Design fifo_synch, sky130hd; sources not shown.
### Signal wires on met1

Cells faint in the background.
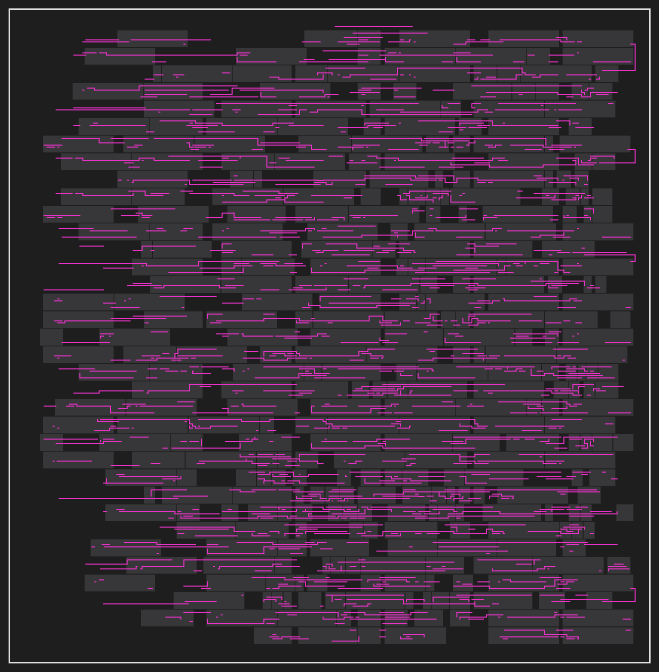
- nets with wire on the layer: 338
- share of all routed wire: 40%
- longest straight run: 32.7 um
- main direction: horizontal
routed via count: 2955
met1 Use GR: 0.329
final WL: 11600 um

### Met2 routing

Scale bar: 20 um.
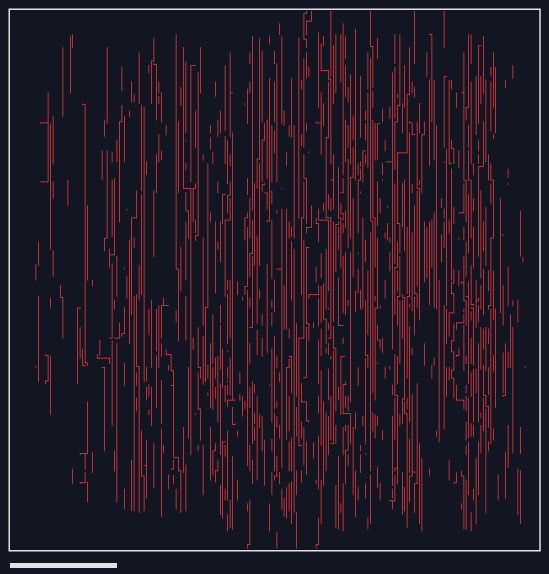
- wire length on this layer: 5880 um
- longest straight run: 51.7 um
- nets with wire on the layer: 324
grt met2 use: 0.371

### Metal 3

Scale bar: 20 um.
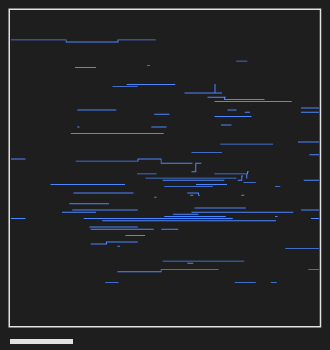
- main direction: horizontal
- wire length on this layer: 836 um
- share of all routed wire: 7.2%
- nets with wire on the layer: 49
- longest straight run: 55.2 um
met3 Use GR: 0.0652

### Metal 4

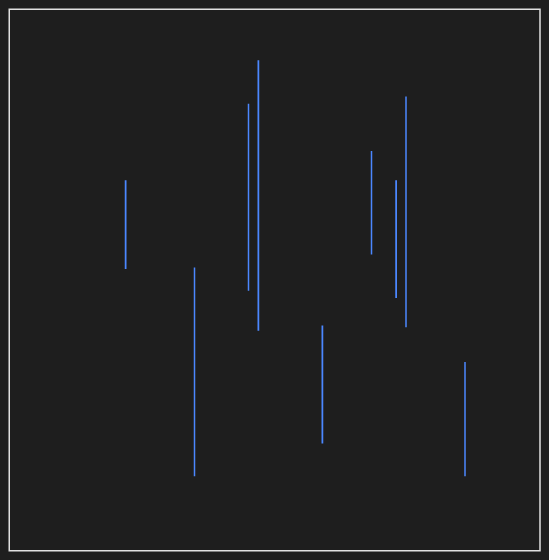
- share of all routed wire: 2.3%
- main direction: vertical
- longest straight run: 50.3 um
- wire length on this layer: 267 um

==> summary.txt <==
run metrics: highest metal used met4, CP endpoint kind output pin, Top cells excl fill/tap 128 x edfxtp_1, 24 x mux4_2, 19 x buf_4, Syn-to-layout area delta 17.5%, final worst-path cycle share 0.989, Non-clock buffers ~42, synth top area cells edfxtp_1 67%, mux4_2 9.4%, dfrtp_1 4.4%, IO buf count 21, CP max stage cell mux4_2, EDFF count, synth 128, GR Util All Layers 0.241, final setup TNS 0 ns, Final Max Slew Viols 0, vias per inst ~6.2, CTS buffer count 17, largest area contributor in the netlist edfxtp_1, NonClk Buf Share 0.0593, Slew @ Worst Pin 1.03 ns, synth warn 0, status completed, switching share of power 0.337, met2 wire length 5880 um, Synth Area in Adders 0.0109, tool warnings 29, Clock Network Area Fraction 0.0836, site row count 35, drc violations 0
Power and IR drop assume default switching activity.
